File: src/rtl/sm3_msg_if.sv
// Message port between a message source and the SM3 padder input.
// A beat transfers on a rising clk edge with vld=1 and rdy=1; while vld=1 and rdy=0 the source
// holds d/bvld/lst stable and keeps vld high; rdy carries no meaning while vld=0.
interface sm3_msg_if #(
    parameter int DW = 32
);
    logic [DW-1:0]   msg_inpt_d;
    logic            msg_inpt_vld;
    logic [DW/8-1:0] msg_inpt_bvld;
    logic            msg_inpt_lst;
    logic            msg_inpt_rdy;

    modport master (
        output msg_inpt_d, msg_inpt_vld, msg_inpt_bvld, msg_inpt_lst,
        input  msg_inpt_rdy
    );
    modport slave (
        input  msg_inpt_d, msg_inpt_vld, msg_inpt_bvld, msg_inpt_lst,
        output msg_inpt_rdy
    );
endinterface

File: src/rtl/sm3_msg_drvr.sv
// Deterministic message source for the SM3 padder input: streams a programmable-length
// message (incrementing bytes or LFSR words) over the valid/ready message port.
module sm3_msg_drvr #(
    parameter int DW    = 32,
    parameter int LEN_W = 16,
    parameter int GAP_W = 4
) (
    input  logic             clk,
    input  logic             rst_n,
    input  logic             start,
    input  logic [LEN_W-1:0] msg_len_byte,
    input  logic             pttrn_sel,
    input  logic [31:0]      seed,
    input  logic [GAP_W-1:0] gap_cyc,
    sm3_msg_if.master        msg,
    output logic             busy,
    output logic             done,
    output logic [1:0]       dbg_state
);
    localparam int NB = DW / 8;
    localparam logic [LEN_W-1:0] NB_L = LEN_W'(NB);

    typedef enum logic [1:0] {
        IDLE = 2'd0,
        SEND = 2'd1,
        GAP  = 2'd2,
        FIN  = 2'd3
    } state_t;

    state_t state_q, state_d;

    logic [LEN_W-1:0] rem_q;      // bytes of the message not yet accepted
    logic [7:0]       byte_q;     // incrementing-pattern value of the current beat's first byte
    logic [31:0]      lfsr_q;
    logic             pttrn_q;
    logic [GAP_W-1:0] gap_q;
    logic [GAP_W-1:0] gap_cnt_q;

    logic             accept;
    logic             final_beat;
    logic [LEN_W-1:0] n_valid;
    logic [31:0]      lfsr_nxt;
    logic [31:0]      lfsr_adv;
    logic [DW-1:0]    lfsr_word;
    logic [DW-1:0]    inc_word;
    logic [DW-1:0]    lane_mask;
    logic [DW-1:0]    beat_word;
    logic [NB-1:0]    lane_bvld;

    // Multiply the state by x modulo x^32+x^22+x^2+x+1.
    function automatic logic [31:0] lfsr_step(input logic [31:0] s);
        lfsr_step = {s[30:0], 1'b0} ^ (s[31] ? 32'h0040_0007 : 32'h0000_0000);
    endfunction

    assign lfsr_nxt = lfsr_step(lfsr_q);

    generate
        if (DW == 64) begin : g_dw64
            assign lfsr_word = {lfsr_q, lfsr_nxt};
            assign lfsr_adv  = lfsr_step(lfsr_nxt);
        end else begin : g_dw32
            assign lfsr_word = lfsr_q;
            assign lfsr_adv  = lfsr_nxt;
        end
    endgenerate

    assign final_beat = (rem_q <= NB_L);
    assign n_valid    = final_beat ? rem_q : NB_L;
    assign accept     = (state_q == SEND) && msg.msg_inpt_rdy;

    // Lane 0 is the MSB byte; lanes past the message end are zeroed.
    always_comb begin
        inc_word  = '0;
        lane_mask = '0;
        lane_bvld = '0;
        for (int i = 0; i < NB; i++) begin
            inc_word[DW-1-8*i -: 8] = byte_q + 8'(i);
            if (LEN_W'(i) < n_valid) begin
                lane_bvld[NB-1-i]        = 1'b1;
                lane_mask[DW-1-8*i -: 8] = 8'hFF;
            end
        end
        beat_word = (pttrn_q ? lfsr_word : inc_word) & lane_mask;
    end

    always_comb begin
        state_d           = state_q;
        msg.msg_inpt_vld  = 1'b0;
        msg.msg_inpt_d    = '0;
        msg.msg_inpt_bvld = '0;
        msg.msg_inpt_lst  = 1'b0;
        case (state_q)
            IDLE: begin
                if (start) begin
                    state_d = (msg_len_byte == '0) ? FIN : SEND;
                end
            end
            SEND: begin
                msg.msg_inpt_vld  = 1'b1;
                msg.msg_inpt_d    = beat_word;
                msg.msg_inpt_bvld = lane_bvld;
                msg.msg_inpt_lst  = final_beat;
                if (msg.msg_inpt_rdy) begin
                    if (final_beat) begin
                        state_d = FIN;
                    end else if (gap_q != '0) begin
                        state_d = GAP;
                    end
                end
            end
            GAP: begin
                if (gap_cnt_q == '0) begin
                    state_d = SEND;
                end
            end
            FIN: begin
                state_d = IDLE;
            end
            default: begin
                state_d = IDLE;
            end
        endcase
    end

    always_ff @(posedge clk or negedge rst_n) begin
        if (!rst_n) begin
            state_q   <= IDLE;
            rem_q     <= '0;
            byte_q    <= '0;
            lfsr_q    <= '0;
            pttrn_q   <= 1'b0;
            gap_q     <= '0;
            gap_cnt_q <= '0;
        end else begin
            state_q <= state_d;
            if (state_q == IDLE && start) begin
                rem_q   <= msg_len_byte;
                byte_q  <= seed[7:0];
                lfsr_q  <= (seed == '0) ? 32'h0000_0001 : seed;
                pttrn_q <= pttrn_sel;
                gap_q   <= gap_cyc;
            end
            if (accept) begin
                rem_q  <= final_beat ? '0 : rem_q - NB_L;
                byte_q <= byte_q + 8'(NB);
                lfsr_q <= lfsr_adv;
                if (!final_beat && gap_q != '0) begin
                    gap_cnt_q <= gap_q - GAP_W'(1);
                end
            end
            if (state_q == GAP && gap_cnt_q != '0) begin
                gap_cnt_q <= gap_cnt_q - GAP_W'(1);
            end
        end
    end

    assign busy      = (state_q != IDLE);
    assign done      = (state_q == FIN);
    assign dbg_state = state_q;
endmodule

File: src/flat_wrapper.sv
// flat-port wrapper written by rule: the top's interface ports become plain ports
module sm3_msg_drvr_flat 
#(
    parameter int DW    = 32,
    parameter int LEN_W = 16,
    parameter int GAP_W = 4
)
  (clk, rst_n, start, msg_len_byte, pttrn_sel, seed, gap_cyc, busy, done, dbg_state, msg_msg_inpt_d, msg_msg_inpt_vld, msg_msg_inpt_bvld, msg_msg_inpt_lst, msg_msg_inpt_rdy);
  sm3_msg_if #(.DW(DW)) msg_i ();
  input  logic clk;
  input  logic rst_n;
  input  logic start;
  input  logic [LEN_W-1:0] msg_len_byte;
  input  logic pttrn_sel;
  input  logic [31:0] seed;
  input  logic [GAP_W-1:0] gap_cyc;
  output logic busy;
  output logic done;
  output logic [1:0] dbg_state;
  output wire logic [$bits(msg_i.msg_inpt_d)-1:0] msg_msg_inpt_d;
  output wire logic [$bits(msg_i.msg_inpt_vld)-1:0] msg_msg_inpt_vld;
  output wire logic [$bits(msg_i.msg_inpt_bvld)-1:0] msg_msg_inpt_bvld;
  output wire logic [$bits(msg_i.msg_inpt_lst)-1:0] msg_msg_inpt_lst;
  input wire logic [$bits(msg_i.msg_inpt_rdy)-1:0] msg_msg_inpt_rdy;
  assign msg_msg_inpt_d = msg_i.msg_inpt_d;
  assign msg_msg_inpt_vld = msg_i.msg_inpt_vld;
  assign msg_msg_inpt_bvld = msg_i.msg_inpt_bvld;
  assign msg_msg_inpt_lst = msg_i.msg_inpt_lst;
  assign msg_i.msg_inpt_rdy = msg_msg_inpt_rdy;
  sm3_msg_drvr #(.DW(DW), .LEN_W(LEN_W), .GAP_W(GAP_W)) u_core (.clk(clk), .rst_n(rst_n), .start(start), .msg_len_byte(msg_len_byte), .pttrn_sel(pttrn_sel), .seed(seed), .gap_cyc(gap_cyc), .msg(msg_i), .busy(busy), .done(done), .dbg_state(dbg_state));
endmodule
File: config.mk
export PLATFORM = sky130hd
export DESIGN_NAME = sm3_msg_drvr_flat
export DESIGN_NICKNAME = d
export VERILOG_FILES = /design/src/rtl/sm3_msg_if.sv /design/src/rtl/sm3_msg_drvr.sv /design/src/flat_wrapper.sv
export SDC_FILE = /design/constraint.sdc
export NUM_CORES = 1
export LEC_CHECK = 0
export ABC_AREA = 1
export CAP_MARGIN = 20
export CORE_MARGIN = 2
export CORE_UTILIZATION = 51
export CTS_CLUSTER_SIZE = 25
export DETAILED_ROUTE_END_ITERATION = 7
export PLACE_DENSITY_LB_ADDON = 0.12
export SYNTH_ARGS = -nofsm -noshare
export SYNTH_HDL_FRONTEND = slang
export SYNTH_SLANG_ARGS = --single-unit
File: constraint.sdc
create_clock -name clk -period 1.9 [get_ports clk]
set_input_delay 0.19 -clock clk [delete_from_list [all_inputs] [get_ports clk]]
set_output_delay 0.19 -clock clk [all_outputs]
set_load 0.02 [all_outputs]
The metal 3 layer:
The bar under the picture is 20 um long.
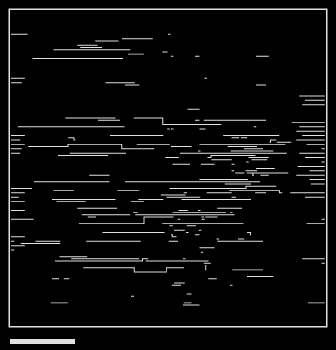
longest straight run: 41.4 um
nets with wire on the layer: 128
main direction: horizontal
met3 GRT Util: 8.35%
WL final: 15400 um
vias: 5338

Met4 routing:
Cells faint in the background.
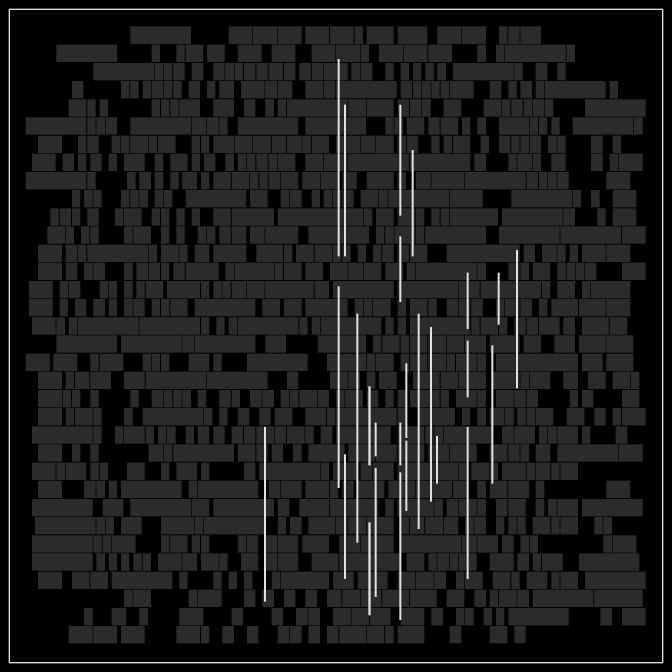
nets with wire on the layer: 26
share of all routed wire: 2.9%
longest straight run: 34.0 um

==> run summary <==
flow finished, numbers: outcome=finished, violations left, failing checks=setup timing, Core Area=0.00859 sq mm, slowest stage delay, CP=430 ps, XOR/XNOR Fraction of Synth Area=1.76%, reg2reg path depth=9, max_slew headroom=60.1%, final worst slack=-291 ps, async set or reset register ratio after synthesis=100%, RSZ-0062 raised after global routing=yes, CTS tree=built, post-synthesis instance total=655, final setup fails=36, FILL cells=656, Startpoint Class=flip-flop, first-pass GRT wire length=24900 um, CP bufs+invs=2, placed inst area=0.00615 sq mm, critical path, cell by cell=inv_2, ha_2, a21oi_2, or2_2, or2_2, nand2_1, o21ai_1, nor2_1, buf_4, Post-synth top cells=176 x nand2_1, 81 x inv_1, 76 x nor2_1, 67 x dfrtp_1, 56 x a21oi_1, logic area=0.00251 sq mm, Critical Path Source=u_core.byte_q[1], CP max FO=3, reg-to-reg critical path startpoint=u_core.dbg_state[1], Die Ht=97.6 um, total design power=12.2 mW, FMAX=456 MHz, drt pass-1 iters=5, met2 global-route usage=52.0%, clock sinks=67, min Tclk post-route=2190 ps, CTS clock-pin slew for the worst setup and hold paths=90 ps, worst r2r dst=u_core.lfsr_q[22], RD Place Congestion=between 0.9 and 1, Power Density=1850 mW/mm^2, area fraction in compound gates=21.2%, most numerous cell in the Yosys netlist=nand2_1, number of enable flip-flop cells=0, Slew @ Worst Pin=598 ps, Final Cycle Share=115%, area share, top type=37.5%, most frequent CP cell=or2_2, Cell Type Count=36, final hold viol count=0, Post-DRT Antenna Nets=0, delay-heaviest family, CP=simple AND/OR/NAND/NOR gates, WP data required=1710 ps, worst min path class=in -> async, syn_nets=~720, syn avg cell area=6.82 sq um, crit path capture=msg_msg_inpt_d[5], I/O pin total=99, grt ovf=0, r2r setup slk=120 ps, Top Metal Used=met4, Chip Area, Yosys=approximately 0.0045 sq mm, largest net degree at the start of global routing=68, adder share=2.24%, P&R area growth vs syn=46.9%
Metal 1:
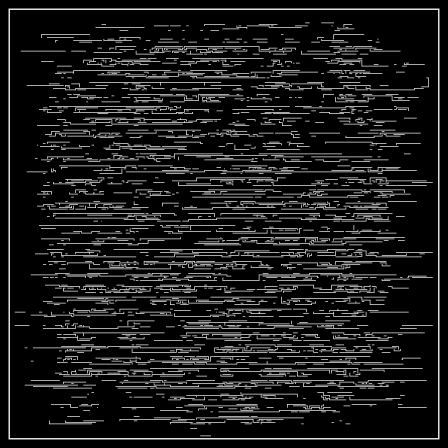
wire length on this layer: 6260 um
nets with wire on the layer: 822
share of all routed wire: 41%
met1 usage: 41.4%

-- timing repair --
action | CTS | global route
pin swaps | 1 | 3
buffers inserted | 8 | 4
hold buffers | 1 | 0
hold endpoints to repair | 67 | 0
gates cloned | 1 | 0
endpoints found under the setup margin | 38 | 50
gates resized | 188 | 52
-- registers in the layout, summed over array words and instances (netlist names) --
signal            cells
u_core.gap_cnt_q      4
u_core.gap_q          4
u_core.lfsr_q        32
u_core.byte_q         8
u_core.rem_q         16
u_core.pttrn_q        1
u_core.dbg_state      2
-- report_power, final --
| group | internal, mW | switching, mW |
|---|---|---|
| sequential | 2.14 | 0.587 |
| clock | 0.648 | 0.621 |
| combinational | 3.58 | 4.61 |
-- layout by cell type (no fill, tap or decap), types with 2 or more instances in the layout --
master           Yosys  final
nand2_1            176    170
buf_4                4     93
inv_1               81     77
nor2_1              76     72
dfrtp_1             67     67
clkdlybuf4s50_1      0     59
o21ai_0             49     47
a21oi_1             56     44
nand3_1             24     22
buf_6                0     19
o221ai_1            18     18
buf_2                9     15
o211ai_1            13     13
a21oi_2              0     11
clkbuf_8             0     10
xor2_1               8      8
nand4_1              8      8
inv_2                4      8
o22ai_1              7      7
nand2_2              2      7
nor3_1               6      6
buf_12               0      6
o21ai_1              3      5
ha_2                 0      4
nor2_2               0      3
or2_2                3      3
a31oi_1              2      2
nand3_2              1      2
nor2_4               1      2
a22oi_2              0      2
o21bai_1             2      2
or2_0                2      2
ha_1                 8      2
ha_4                 0      2
clkinv_4             0      2
clkinvlp_4           0      2
-- cell type report --
cell class / count / area share (%)
sequential: 67 / 25.5
timing repair buffer: 194 / 26.2
tap: 108 / 2.06
multi-input combinational: 477 / 38.2
inverter: 86 / 4.94
clock inverter: 5 / 0.953
clock buffer: 11 / 2.15
No activity file was given, so power comes from the tool's default toggle rates.
